`src/rtl/stall_pkg.sv`:
```
// Shared definitions for the pipeline stall controller: FSM encodings,
// multi-cycle op codes and default geometry.
package stall_pkg;

  typedef enum logic [1:0] {
    ST_IDLE = 2'd0,
    ST_LD   = 2'd1,
    ST_MC   = 2'd2,
    ST_EXT  = 2'd3
  } stall_state_t;

  localparam logic MC_OP_MUL = 1'b0;
  localparam logic MC_OP_DIV = 1'b1;

  localparam int DEF_REG_AW  = 4;
  localparam int DEF_MUL_CYC = 4;
  localparam int DEF_DIV_CYC = 16;
  localparam int DEF_CNT_W   = 5;
  localparam int DEF_PERF_W  = 16;

endpackage

```
`src/rtl/stall_ctrl_hazard_detect.sv`:
```
// Load-use hazard detector between execute and decode; purely combinational
// so the forwarding unit can share it.
module hazard_detect
  import stall_pkg::*;
#(
  parameter int REG_AW = DEF_REG_AW
) (
  input  logic              dcd_valid,
  input  logic [REG_AW-1:0] dcd_rs1,
  input  logic [REG_AW-1:0] dcd_rs2,
  input  logic              dcd_rs1_used,
  input  logic              dcd_rs2_used,
  input  logic              exe_valid,
  input  logic              exe_is_load,
  input  logic [REG_AW-1:0] exe_rd,
  output logic              ld_hz
);

  logic rs1_match;
  logic rs2_match;

  assign rs1_match = dcd_rs1_used && (dcd_rs1 == exe_rd);
  assign rs2_match = dcd_rs2_used && (dcd_rs2 == exe_rd);

  // Register 0 is hard-wired, so a load targeting it never creates a dependency.
  assign ld_hz = exe_valid && exe_is_load && (exe_rd != '0) && dcd_valid &&
                 (rs1_match || rs2_match);

endmodule

```
`src/rtl/stall_ctrl.sv`:
```
// Stall controller: merges load-use, multi-cycle and external hold sources
// into a registered active-low stall enable plus a stall-cycle counter.
module stall_ctrl
  import stall_pkg::*;
#(
  parameter int REG_AW  = DEF_REG_AW,
  parameter int MUL_CYC = DEF_MUL_CYC,
  parameter int DIV_CYC = DEF_DIV_CYC,
  parameter int CNT_W   = DEF_CNT_W,
  parameter int PERF_W  = DEF_PERF_W
) (
  input  logic              clk_in,
  input  logic              rst,
  input  logic              dcd_valid,
  input  logic [REG_AW-1:0] dcd_rs1,
  input  logic [REG_AW-1:0] dcd_rs2,
  input  logic              dcd_rs1_used,
  input  logic              dcd_rs2_used,
  input  logic              exe_valid,
  input  logic              exe_is_load,
  input  logic [REG_AW-1:0] exe_rd,
  input  logic              mc_start,
  input  logic              mc_op,
  input  logic              ext_hold_req,
  output logic              ext_hold_ack,
  input  logic              perf_clr,
  output logic              stallb_en,
  output logic [1:0]        stall_state,
  output logic [PERF_W-1:0] stall_cycles
);

  localparam logic [CNT_W-1:0] MUL_LOAD = CNT_W'(MUL_CYC - 1);
  localparam logic [CNT_W-1:0] DIV_LOAD = CNT_W'(DIV_CYC - 1);

  stall_state_t     state;
  stall_state_t     state_nxt;
  logic [CNT_W-1:0] cnt;
  logic [CNT_W-1:0] cnt_nxt;
  logic             stallb_nxt;
  logic             ack_nxt;
  logic             ld_hz;

  hazard_detect #(.REG_AW(REG_AW)) u_hazard_detect (
    .dcd_valid    (dcd_valid),
    .dcd_rs1      (dcd_rs1),
    .dcd_rs2      (dcd_rs2),
    .dcd_rs1_used (dcd_rs1_used),
    .dcd_rs2_used (dcd_rs2_used),
    .exe_valid    (exe_valid),
    .exe_is_load  (exe_is_load),
    .exe_rd       (exe_rd),
    .ld_hz        (ld_hz)
  );

  // State register; outputs are registered from the next state so they line
  // up with the cycles the FSM actually spends stalled.
  always_ff @(posedge clk_in or posedge rst) begin
    if (rst) begin
      state        <= ST_IDLE;
      cnt          <= '0;
      stallb_en    <= 1'b1;
      ext_hold_ack <= 1'b0;
    end else begin
      // NOTE: non-blocking assignments keep every register sampling the
      // pre-edge values, independent of statement order.
      state        <= state_nxt;
      cnt          <= cnt_nxt;
      stallb_en    <= stallb_nxt;
      ext_hold_ack <= ack_nxt;
    end
  end

  always_comb begin
    // NOTE: defaulting every combinational output first prevents latches on
    // paths the case arms do not assign.
    state_nxt = state;
    unique case (state)
      ST_IDLE: begin
        if (mc_start)          state_nxt = ST_MC;
        else if (ld_hz)        state_nxt = ST_LD;
        else if (ext_hold_req) state_nxt = ST_EXT;
      end
      ST_LD:   state_nxt = ST_IDLE;
      ST_MC:   if (cnt == '0) state_nxt = ST_IDLE;
      ST_EXT:  if (!ext_hold_req) state_nxt = ST_IDLE;
      default: state_nxt = ST_IDLE;
    endcase
  end

  always_comb begin
    cnt_nxt    = cnt;
    stallb_nxt = (state_nxt == ST_IDLE);
    ack_nxt    = (state_nxt == ST_EXT);
    if (state == ST_IDLE && mc_start)
      cnt_nxt = (mc_op == MC_OP_DIV) ? DIV_LOAD : MUL_LOAD;
    else if (state == ST_MC && cnt != '0)
      cnt_nxt = cnt - 1'b1;
  end

  assign stall_state = state;

  always_ff @(posedge clk_in or posedge rst) begin
    if (rst)
      stall_cycles <= '0;
    else if (perf_clr)
      stall_cycles <= '0;
    else if (!stallb_en && stall_cycles != '1)
      stall_cycles <= stall_cycles + 1'b1;
  end

endmodule
```
`config.mk`:
```
export PLATFORM = sky130hd
export DESIGN_NAME = stall_ctrl
export DESIGN_NICKNAME = d
export VERILOG_FILES = /design/src/rtl/stall_pkg.sv /design/src/rtl/stall_ctrl_hazard_detect.sv /design/src/rtl/stall_ctrl.sv
export SDC_FILE = /design/constraint.sdc
export NUM_CORES = 1
export LEC_CHECK = 0
export ABC_AREA = 1
export CAP_MARGIN = 20
export CORE_MARGIN = 2
export CORE_UTILIZATION = 52
export CTS_CLUSTER_DIAMETER = 30
export DETAILED_ROUTE_END_ITERATION = 7
export PLACE_DENSITY = 0.85
export SLEW_MARGIN = 0
export SYNTH_ARGS = -nofsm -noshare
export SYNTH_HDL_FRONTEND = slang
export SYNTH_SLANG_ARGS = --single-unit
```
`constraint.sdc`:
```
create_clock -name clk_in -period 2.1 [get_ports clk_in]
set_input_delay 0.21 -clock clk_in [delete_from_list [all_inputs] [get_ports clk_in]]
set_output_delay 0.21 -clock clk_in [all_outputs]
set_load 0.05 [all_outputs]
```
Fig. 1: signal wires on met1
Bar = 20 um. Cells faint in the background.
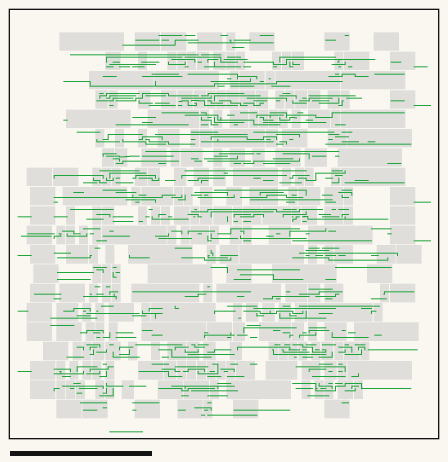
The layer holds 47% of the routed length. The layer carries 1670 um of wire. The longest straight run is 27.1 um. The wires run mostly horizontal.
DR vias: 1581
Post-Route WL: 3556 um
GR met1 Demand/Resource: 29.54%

Fig. 2: met2 routing
Bar = 20 um. Cells faint in the background.
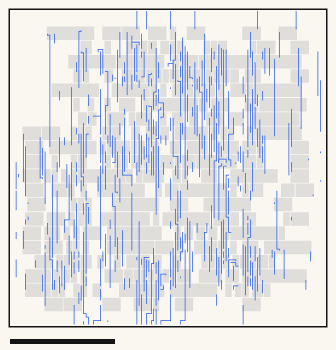
The wires run mostly vertical. 245 nets have wire on it. The layer carries 1670 um of wire. The longest straight run is 25.2 um.
GRT met2 Usage: 36.65%

Fig. 3: M3 wires
Bar = 20 um. Cells faint in the background.
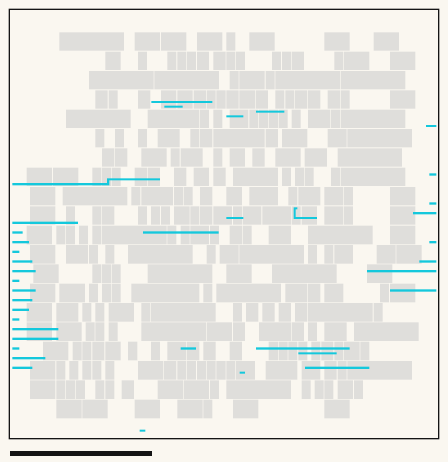
The layer holds 4.4% of the routed length. 35 nets have wire on it. The layer carries 155 um of wire. The wires run mostly horizontal.
GR Layer Usage met3: 2.165%

## cells by family (layout without fill, tap and decap cells)
kind of cell	count (synthesis)	count (layout)
compound gates	26	26
xor+xnor	9	9
fa+ha+maj	3	3
buf+inv	37	85
flops	25	25
simple gates	123	123
## stage by stage
step	util (%)	area, um^2	worst slack, ps	cells
floorplan	-	1642	249.7	223
global placement	70.50	2135	512.0	311
detailed placement	70.50	2135	476.4	311
CTS	71.41	2162	202.1	315
global route	71.41	2162	171.3	315
finish	71.41	2162	216.0	315
## flip-flops by register name (all words and copies together), names as in the netlist
register and cells:
cnt 5, ext_hold_ack 1, stall_cycles 16, stall_state 2, stallb_en 1
## power by group
group	total, uW	switching [uW]	internal [uW]
combinational	725	455	270
clock	213	142	71.5
sequential	664	84.2	580
total	1600	681	921
==> results_dict.tcl <==
# place-and-route summary
set metrics [dict create \
    wl_met2_um 1671 \
    groute.usage.overall_pct 22.28 \
    critPathLaunchType "register" \
    fin_crit_ps 1884 \
    die_w_um 60.19 \
    timing.fmax_mhz 530.8 \
    num_rows 20 \
    diodes 0 \
    required_ps 1890 \
    area_leaders "dfrtp_1 (37%), nand2_1 (12%), inv_1 (7.5%)" \
    synth-edff-count 0 \
    outcome "complete, no violations" \
    comb-cell-share_pct 40.22 \
    final_cell_mix "nand2_1 (51), clkdlybuf4s50_1 (42), inv_1 (33), nor2_1 (31), dfrtp_1 (24)" \
    worstSetupPathType "register to output port" \
    cts_hold_buffers 0 \
    insertion_delay_ps 320 \
    r2r_end "stall_cycles[5]" \
    grt_pass1_wl_um 6120 \
    cap_violations 0 \
    ys_types 30 \
    fill_cells 274 \
]
Power figures rest on the tool's default switching activity, not on a simulated workload.
